File: src/rtl/imm_narrower.sv
// Narrows 32-bit values to 16-bit immediates with a fits flag, buffered in a 2-entry FIFO.
// Optional build macro IMM_SATURATE_EN: non-fitting values saturate instead of truncating.
module imm_narrower (
  input  logic        clk,
  input  logic        rst_n,
  input  logic        in_valid,
  output logic        in_ready,
  input  logic [31:0] in_value,
  input  logic        in_op,
  output logic        out_valid,
  input  logic        out_ready,
  output logic [15:0] out_imm,
  output logic        out_fits,
  output logic [7:0]  ovf_count
);

  // state | meaning
  // EMPTY | no buffered entries
  // ONE   | one entry buffered
  // TWO   | buffer full, input stalled
  localparam logic [1:0] EMPTY = 2'd0;
  localparam logic [1:0] ONE   = 2'd1;
  localparam logic [1:0] TWO   = 2'd2;

  logic [1:0]  state, state_nxt;
  logic        wr_ptr, rd_ptr;
  logic [16:0] mem [2];
  logic [16:0] last_q;
  logic        push, pop;
  logic        fits;
  logic [15:0] imm;

  always_comb begin
    if (in_op) fits = (&in_value[31:15]) | (~|in_value[31:15]);
    else       fits = ~|in_value[31:16];
    imm = in_value[15:0];
`ifdef IMM_SATURATE_EN
    if (!fits) begin
      if (in_op) imm = in_value[31] ? 16'h8000 : 16'h7FFF;
      else       imm = 16'hFFFF;
    end
`endif
  end

  assign in_ready  = (state != TWO);
  assign out_valid = (state != EMPTY);
  assign push      = in_valid && in_ready;
  assign pop       = out_valid && out_ready;

  always_comb begin
    state_nxt = state;
    case (state)
      EMPTY:   if (push) state_nxt = ONE;
      ONE: begin
        if (push && !pop)      state_nxt = TWO;
        else if (pop && !push) state_nxt = EMPTY;
      end
      TWO:     if (pop) state_nxt = ONE;
      default: state_nxt = EMPTY;
    endcase
  end

  always_ff @(posedge clk or negedge rst_n) begin
    if (!rst_n) begin
      state     <= EMPTY;
      wr_ptr    <= 1'b0;
      rd_ptr    <= 1'b0;
      mem[0]    <= '0;
      mem[1]    <= '0;
      last_q    <= '0;
      ovf_count <= '0;
    end else begin
      state <= state_nxt;
      if (push) begin
        mem[wr_ptr] <= {imm, fits};
        wr_ptr      <= ~wr_ptr;
        if (!fits && ovf_count != 8'hFF) ovf_count <= ovf_count + 8'd1;
      end
      if (pop) begin
        last_q <= mem[rd_ptr];
        rd_ptr <= ~rd_ptr;
      end
    end
  end

  // When empty, keep showing the last delivered entry rather than stale FIFO contents.
  assign {out_imm, out_fits} = out_valid ? mem[rd_ptr] : last_q;

endmodule
File: config.mk
export PLATFORM = sky130hd
export DESIGN_NAME = imm_narrower
export DESIGN_NICKNAME = d
export VERILOG_FILES = /design/src/rtl/imm_narrower.sv
export SDC_FILE = /design/constraint.sdc
export NUM_CORES = 1
export LEC_CHECK = 0
export ABC_AREA = 1
export CAP_MARGIN = 20
export CORE_MARGIN = 1.5
export CORE_UTILIZATION = 35
export DETAILED_ROUTE_END_ITERATION = 6
export PLACE_DENSITY = 0.56
export SYNTH_ARGS = -nofsm -noshare
export SYNTH_HDL_FRONTEND = slang
export SYNTH_SLANG_ARGS = --single-unit
File: constraint.sdc
create_clock -name clk -period 2.9 [get_ports clk]
set_input_delay 0.58 -clock clk [delete_from_list [all_inputs] [get_ports clk]]
set_output_delay 0.58 -clock clk [all_outputs]
set_load 0.05 [all_outputs]
### Register map, names as in the netlist, run 1

Scale bar: 20 um. Other sequential cells in the stronger gray, the rest of the logic in the fainter gray.
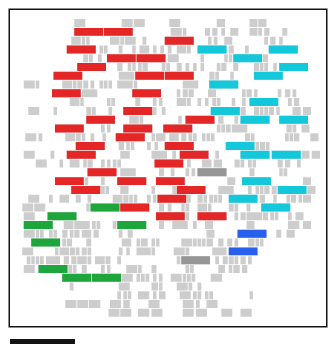
legend:
  last_q:
    color: cyan
    placed_flops: 17
  ovf_count:
    color: green
    placed_flops: 8
  state:
    color: blue
    placed_flops: 2
  mem:
    color: red
    placed_flops: 34
Reg area: 0.00158 mm2
Final Util: 0.457

### Clock routing, run 1

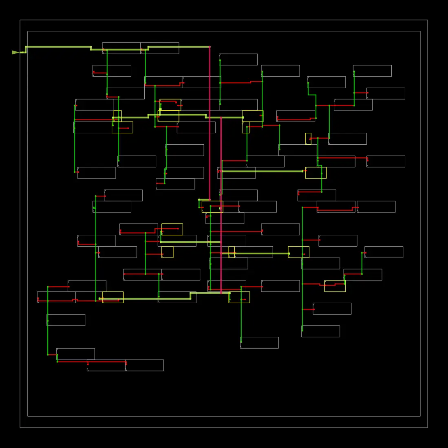
clock group total power: 681 uW
post-route clock skew: 0.00987 ns
registers: 63
Latency at later pin: 0.34 ns

### Clock network drawn from the DEF, run 1

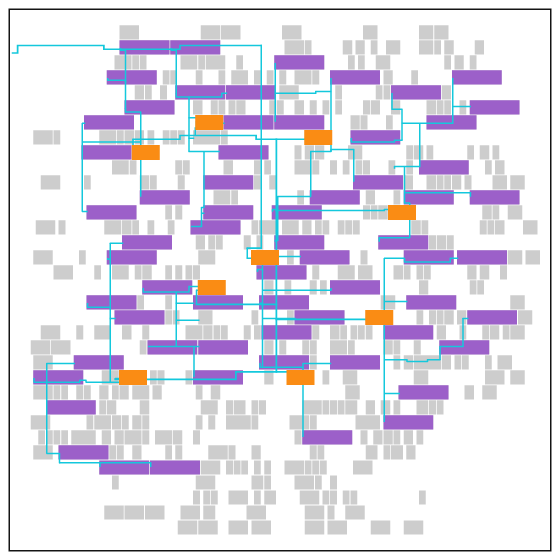
legend:
  flip-flops:
    color: purple
    count: 63
  clock wires:
    color: cyan
    length: 839 um
  clock drivers:
    color: orange
    count: 9
routed clock nets: 10

==> qor.yml, run 1 <==
synth:
  syn_area_mm2: 0.00315
  ys_cells: 403
  synthesis.instances: 403
  syn_nets: 442
  synthesized_area_divided_by_synthesized_cell_count_um2: 7.82
  ys.flops: 63
  synth.yosys.chip_area_mm2: 0.00315
  synth_seq_share: 0.500
  synth_warnings: 0
  post_synth_num_cell_types: 26
routing:
  drt_iter0_markers: 108
  routedWlPerCell_um: 11.5
  routed_via_density: 4.52
  drt_wl_total_mm: 6.68
  route.antenna.remaining_nets: 0
  drt_pre_antenna_iters: 4
  num_vias: 2624
  drcViolationCount: 0
clocking:
  cts_tree: "done"
  postCtsSetupBuffers: 0
  ctsRootBufferMaster: "sky130_fd_sc_hd__clkbuf_8"
  clockBufferDepth: 2
  clk_pin_slew_ns: 0.07
  cts_hold_buffers: 0
  cts_resized: 0
  clkSinkCount: 63
  clock_tree.htree_level_count: 3
  cts-buffers-inserted: 9
place:
  numPlacedInstances: 564
  port-buffer-count: 63
  gp_congestion: 0.760
  dp_worst_setup_slack_ns: 0.747
  post-dp-hpwl_mm: 4.71
  post_dp_cell_area_mm2: 0.00381
worst_setup_path:
  cp_cell_sequence: "clkinv_1, nand2_1, nand2_1, nand2_1, o21ai_0, buf_4"
  critPathLaunch: "rd_ptr"
  critical_path.endpoint: "out_imm[13]"
  path_max_fanout: 17
  path_class: "flop to output pin"
  timing.critical_path.slowest_cell_delay_ns: 0.43
  cpMaxStageDelayCell: "sky130_fd_sc_hd__clkinv_1"
  reg2regPathDepth: 8
  crit_required_ns: 2.32
  reg2reg_from: "state[0]"
  timing.reg2reg.setup_slack_ns: 1.31
  setup.worst_path.end_class: "output pin"
  crit_path_start_kind: "flop"
  cp_data_arrival_time_ns: 1.81
  cp_common_cell: "sky130_fd_sc_hd__nand2_1"
  reg2reg_to: "state[0]"
finish:
  n_antenna_cell: 0
  stdcell_count: 580
  nets: 506
  finish.instance_area_mm2: 0.00399
  most_frequent_standard_cell_in_the_layout_excluding_fill_and_tap_cells: "sky130_fd_sc_hd__nand2_1"
  area.growth.synth_to_final_pct: 26.5
  most-common-layout-cells: "155 x sky130_fd_sc_hd__nand2_1, 63 x sky130_fd_sc_hd__dfrtp_1, 50 x sky130_fd_sc_hd__o21ai_0"
  post_route_cells_drive_above_1_share: 0.131
power_and_ir_drop:
  design_power_total_uw: 4690
  power.density_mw_per_mm2: 1180
  static-leakage-power_uw: 0.00198
  peakVddDrop_mv: 0.488
sta:
  final_max_slew_viol_count: 0
  fmax_mhz: 419
  setup-violations-final: 0
  timing.final.crit_share: 0.824
  final-hold-violation-count: 0
  relSlewSlack: 0.646
  worst_pin_slew_ns: 0.528
  postLayoutSetupSlackWorst_ns: 0.512
  rsz0062_at_grt: "no"
  finalHoldWorstSlack_ns: 0.143
  finalCriticalPeriod_ns: 2.39
  setup_tns_ns: 0
die:
  pin_count: 64
  height_of_the_die_um: 97.9
  floorplanUtilization: 0.361
  coreArea_mm2: 0.00872
  num_rows: 34
  chip_area_mm2: 0.00958
  die_width_um: 97.9
grt:
  grt_remaining_overflow: 0
  globalRouteTotalUtil: 0.151
  grt_max_degree: 36
  grt_antenna_before_repair: 0
  grt_pass1_vias: 2460
  grt_pass1_wl_mm: 11.5
flow_run:
  log_warnings: 26
  timing.max_cap.violations: 0
run_status:
  run_status: "finished clean"
min_path:
  hold_class: "primary input to async pin"
[run 1: Yosys cell counts]
cell type,number,area share
sky130_fd_sc_hd__nand2_1,155,0.18
sky130_fd_sc_hd__dfrtp_1,63,0.50
sky130_fd_sc_hd__o21ai_0,50,0.079
sky130_fd_sc_hd__inv_1,43,0.051
sky130_fd_sc_hd__nor2_1,17,0.020
sky130_fd_sc_hd__o21ai_2,16,0.044
sky130_fd_sc_hd__nand3_1,14,0.022
sky130_fd_sc_hd__buf_2,6,0.0095
sky130_fd_sc_hd__clkbuf_1,6,0.0071
sky130_fd_sc_hd__xor2_1,5,0.014
sky130_fd_sc_hd__o21ai_1,4,0.0064
sky130_fd_sc_hd__buf_6,2,0.0071
sky130_fd_sc_hd__buf_8,2,0.0095
sky130_fd_sc_hd__ha_1,2,0.0079
sky130_fd_sc_hd__inv_2,2,0.0024
sky130_fd_sc_hd__nand2_2,2,0.0040
sky130_fd_sc_hd__nand4_1,2,0.0040
sky130_fd_sc_hd__nor2_2,2,0.0040
sky130_fd_sc_hd__nor3_1,2,0.0032
sky130_fd_sc_hd__xnor2_1,2,0.0056
sky130_fd_sc_hd__a21oi_1,1,0.0016
sky130_fd_sc_hd__and2_0,1,0.0020
sky130_fd_sc_hd__buf_4,1,0.0024
sky130_fd_sc_hd__clkinv_1,1,0.0012
sky130_fd_sc_hd__nand4_2,1,0.0040
sky130_fd_sc_hd__or2_1,1,0.0020
[run 1: critical path, delay by kind of cell, from the launching register on]
| kind | cells | cell delay (ns) |
|---|---|---|
| buf+inv | 2 | 0.64 |
| simple gates | 3 | 0.37 |
| flops | 1 | 0.35 |
| compound gates | 1 | 0.10 |
[run 1: power breakdown]
group          leakage (uW)  internal (uW)  switching [uW]
clock network     0.0000894            355             327
logic               0.00109            776            1800
registers          0.000798           1240             193
[run 1: worst min path at each step]
stage                        from        end  slack (ns)  depth (start not counted)
after floorplan             rst_n  last_q[0]        0.28                          0
after global placement    mem[11]    mem[11]        0.47                          2
after detailed placement  mem[20]    mem[20]        0.47                          2
after CTS                   rst_n  last_q[9]        0.14                          1
after global routing        rst_n  last_q[9]        0.14                          1
final                       rst_n  last_q[9]        0.14                          1
[run 1: cell type report]
class | count | area, um2
well taps | 108 | 135
flip-flops and latches | 63 | 1580
repair buffers | 70 | 636
fillers | 880 | 4730
multi-input cells | 277 | 1290
clock buffers | 13 | 159
clock inverters | 3 | 17.5
inverters | 46 | 173
[run 1: kinds of logic (layout without fill, tap and decap cells)]
family,after synthesis,count (layout),synth area share
buffers and inverters,63,132,0.0905
DFF,63,63,0.500
adders and majority gates,2,2,0.00794
xor gates and xnor gates,7,7,0.0195
and+or+nand+nor,197,197,0.250
AOI/OAI and AO/OA,71,71,0.132
[run 1: per-layer routing]
layer	part of all wire	global-route usage
met5	0	0
met4	0.012	0.0429
met3	0.050	0.0523
met2	0.44	0.219
met1	0.50	0.214
[run 1: registers in the layout, indices dropped and copies added, names as in the netlist]
signal     flops
wr_ptr         1
ovf_count      8
state          2
rd_ptr         1
last_q        17
mem           34
### Cells by drive strength, run 1

Scale bar: 20 um.
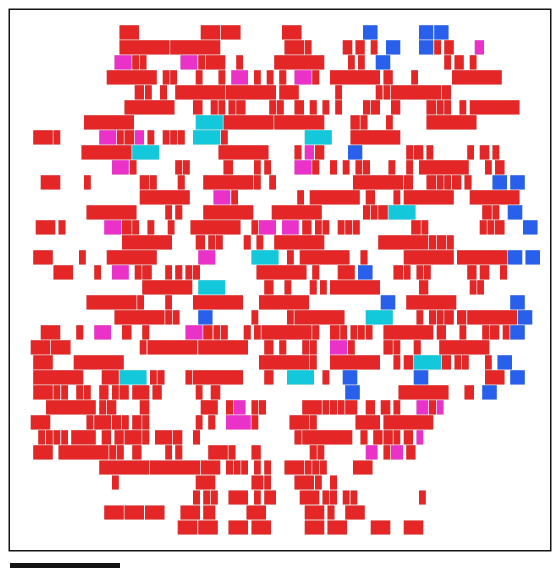

## Run 2: what changed since run 1
==> constraint.sdc (replaced) <==
create_clock -name clk -period 2.4 [get_ports clk]
set_input_delay 0.48 -clock clk [delete_from_list [all_inputs] [get_ports clk]]
set_output_delay 0.48 -clock clk [all_outputs]
set_load 0.05 [all_outputs]
### Cells by drive strength, run 2

Scale bar: 20 um.
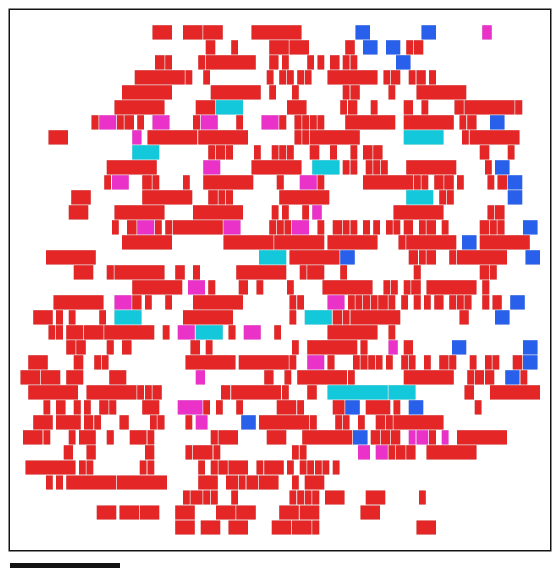
legend:
  _0 and _1 cells:
    color: red
    cells: 408
  _2 cells:
    color: magenta
    cells: 28
  _6 and larger:
    color: cyan
    cells: 11
  _3 and _4 cells:
    color: blue
    cells: 23
number of ordinary and repair buffers in the finished layout: 69
Area growth, synth to finish: 26.6%
final worst-path setup slack: 0.172 ns

### Clock routing, run 2

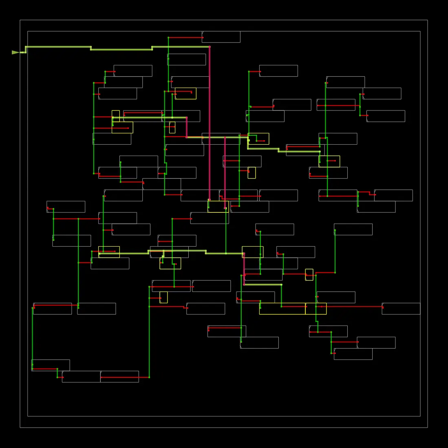
clock group total power: 859 uW
number of clock sinks: 63
post-route clock skew: 0.00864 ns
cts bufs inserted: 9
clock buffer instance count of the final layout: 10

==> run 2 against run 1 <==
- sequential share of layout area about the same
- utilization hardly changed
- sequential power is 24% higher
- register-to-register slack worse by 0.44 ns
- cell count fell by 0.34%
- non-clock buffer count is 1 lower
- worst setup slack got worse by 0.34 ns
- hold slack worse by 0.0073 ns
- largest cell class unchanged
- first-iteration DRC count is 17% higher
- via count up 1.7%
- wire length grew 3.4%
- largest power group unchanged
==> qor.yml, run 2 <==
finish:
  stdcell_count: 578
  largest_register: "mem"
  post_route_cells_drive_above_1_share: 0.132
  n_antenna_cell: 0
  layout.filler_cells: 905
  most_frequent_standard_cell_in_the_layout_excluding_fill_and_tap_cells: "sky130_fd_sc_hd__nand2_1"
  final-comb-area_mm2: 0.00129
  largest_reg_flops: 34
  area.sequential_mm2: 0.00158
  most-common-layout-cells: "155 x sky130_fd_sc_hd__nand2_1, 63 x sky130_fd_sc_hd__dfrtp_1, 46 x sky130_fd_sc_hd__o21ai_0"
routing:
  routedWlPerCell_um: 11.9
  routed_via_density: 4.62
  num_vias: 2668
  drt_pre_antenna_iters: 4
  drt_wl_total_mm: 6.91
  route.antenna.remaining_nets: 0
  drt_iter0_markers: 126
die:
  chip_area_mm2: 0.00958
  pin_count: 64
  floorplanUtilization: 0.361
  die_width_um: 97.9
  num_rows: 34
  height_of_the_die_um: 97.9
  coreArea_mm2: 0.00872
worst_setup_path:
  timing.reg2reg.setup_slack_ns: 0.87
  cp_data_arrival_time_ns: 1.75
  crit_path_start_kind: "flop"
  reg2reg_to: "ovf_count[2]"
  crit_required_ns: 1.92
  reg2reg_from: "ovf_count[0]"
  reg2regPathDepth: 7
  setup.worst_path.end_class: "output pin"
  path_class: "flop to output pin"
  path_max_fanout: 36
synth:
  ys_sh_simple: 0.250
  top_cells_by_count: "155 x sky130_fd_sc_hd__nand2_1, 63 x sky130_fd_sc_hd__dfrtp_1, 50 x sky130_fd_sc_hd__o21ai_0, 43 x sky130_fd_sc_hd__inv_1, 17 x sky130_fd_sc_hd__nor2_1"
  synthesis.instances: 403
  top_area_cell: "sky130_fd_sc_hd__dfrtp_1"
  ys.flops: 63
  ys_dominant_reg_cell: "sky130_fd_sc_hd__dfrtp_1"
  asyncSetResetFlopFracSynth: 1.00
  enable_flop_cells: 0
  yosys-dominant-comb-family: "simple AND/OR/NAND/NOR gates"
  adder_share: 0.00794
  xor_share: 0.0195
  syn_area_mm2: 0.00315
  yosys.cell_count.top_type: "sky130_fd_sc_hd__nand2_1"
  syn_nets: 442
  synthesized_area_divided_by_synthesized_cell_count_um2: 7.82
  area_leaders: "sky130_fd_sc_hd__dfrtp_1 50%, sky130_fd_sc_hd__nand2_1 18%, sky130_fd_sc_hd__o21ai_0 7.9%"
  synth_seq_share: 0.500
  top_cell_area_share: 0.500
  ys_sh_mux: 0
  post_synth_num_cell_types: 26
  synthAoiAreaFrac: 0.132
grt:
  globalRouteTotalUtil: 0.154
  grt_max_degree: 41
  grt_pass1_vias: 2527
  grt_antenna_before_repair: 0
  grt_remaining_overflow: 0
  grt_pass1_wl_mm: 11.9
power_and_ir_drop:
  sequentialPowerShare: 0.313
  pwr-share-clk: 0.151
  peakVddDrop_mv: 0.663
  static-leakage-power_uw: 0.00198
  power_report.internal_total_uw: 2900
  power.density_mw_per_mm2: 1430
  design_power_total_uw: 5690
  power_switching_uw: 2790
  netSwitchingFraction: 0.490
  p_comb_frac: 0.536
sta:
  timing.final.crit_share: 0.929
  final-hold-violation-count: 0
  fmax_mhz: 449
  finalHoldWorstSlack_ns: 0.136
  setup_tns_ns: 0
  rsz0062_at_grt: "no"
  finalCriticalPeriod_ns: 2.23
  worst_pin_slew_ns: 0.577
  relSlewSlack: 0.615
  setup-violations-final: 0
flow_run:
  log_warnings: 27
  timing.max_cap.violations: 0
run_status:
  run_status: "finished clean"
place:
  dp_worst_setup_slack_ns: 0.487
  gp_congestion: 0.784
  post-dp-hpwl_mm: 4.97
  port-buffer-count: 63
clocking:
  ctsRootBufferMaster: "sky130_fd_sc_hd__clkbuf_8"
  cts_tree: "done"
  clock_tree.htree_level_count: 3
  clk_pin_slew_ns: 0.07
  cts_hold_buffers: 0
  postCtsSetupBuffers: 0
  clockBufferDepth: 2
min_path:
  hold_class: "primary input to async pin"
### Register map, names as in the netlist, run 2

Scale bar: 20 um. Other sequential cells in the stronger gray, the rest of the logic in the fainter gray.
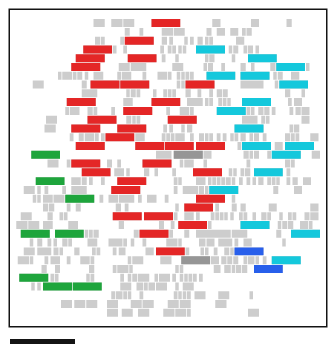
legend:
  last_q:
    color: cyan
    placed_flops: 17
  mem:
    color: red
    placed_flops: 34
  state:
    color: blue
    placed_flops: 2
  ovf_count:
    color: green
    placed_flops: 8

[run 2: netlist changes by cell type in the layout (fill, tap and decap cells not counted)]
cell / previous run / this run
sky130_fd_sc_hd__buf_12: 0 / 1
sky130_fd_sc_hd__o21ai_0: 50 / 46
sky130_fd_sc_hd__clkbuf_1: 2 / 1
sky130_fd_sc_hd__buf_4: 24 / 23
sky130_fd_sc_hd__bufinv_16: 0 / 1
sky130_fd_sc_hd__clkbuf_8: 11 / 9
sky130_fd_sc_hd__clkinv_2: 2 / 4
sky130_fd_sc_hd__o21ai_1: 4 / 8
sky130_fd_sc_hd__clkdlybuf4s50_1: 45 / 44
sky130_fd_sc_hd__clkinvlp_4: 1 / 0
[run 2: routing by layer]
layer / track usage / vias to the layer above / part of all wire
met1: 0.224 / 1210 / 0.51
met4: 0.0462 / 0 / 0.0094
li1: - / 1380 / -
met2: 0.223 / 70 / 0.43
met3: 0.0451 / 8 / 0.051
met5: 0 / - / 0
[run 2: worst max path at each step]
stage | start | end | slack (ns)
floorplan | state[1] | out_fits | -0.34
global placement | in_valid | ovf_count[5] | 0.50
detailed placement | in_value[30] | ovf_count[2] | 0.49
CTS | state[1] | out_imm[3] | 0.17
global route | state[1] | out_imm[4] | 0.006
finish | state[1] | out_imm[3] | 0.17
[run 2: layout make-up]
type / count / share of cell area
Clock buffer: 10 / 0.0320
Clock inverter: 5 / 0.0125
Inverter: 46 / 0.0433
Multi-Input combinational cell: 277 / 0.323
Sequential cell: 63 / 0.395
Tap cell: 108 / 0.0339
Timing Repair Buffer: 69 / 0.160
[run 2: critical path, cell delays in order, from the launching register on]
cell	delay (ns)
sky130_fd_sc_hd__dfrtp_1	0.42
sky130_fd_sc_hd__nor2_1	0.21
sky130_fd_sc_hd__inv_2	0.25
sky130_fd_sc_hd__o21ai_0	0.29
sky130_fd_sc_hd__buf_4	0.24
[run 2: power groups by stage]
stage          clock [uW]  sequential (uW)  combinational, uW
2_1_floorplan           0             1850               2180
3_3_place_gp            0             1790               3040
3_5_place_dp            0             1790               3070
4_1_cts               891             1780               3080
5_1_grt               944             1840               3350
6_report              859             1780               3050
[run 2: cells by family (layout without fill, tap and decap cells)]
group                      Yosys count  in the layout
DFF                                 63             63
xor gates and xnor gates             7              7
AOI/OAI and AO/OA                   71             71
and+or+nand+nor                    197            197
adders and majority gates            2              2
buffers and inverters               63            130
[run 2: per-stage QoR]
| stage | area [um2] | util |
|---|---|---|
| final | 3990 | 0.458 |
| after global routing | 3990 | 0.458 |
| after CTS | 3990 | 0.458 |
| after detailed placement | 3810 | 0.437 |
| after global placement | 3810 | 0.437 |
| after floorplan | 3150 | - |
Power is estimated from default activity; no workload was simulated.
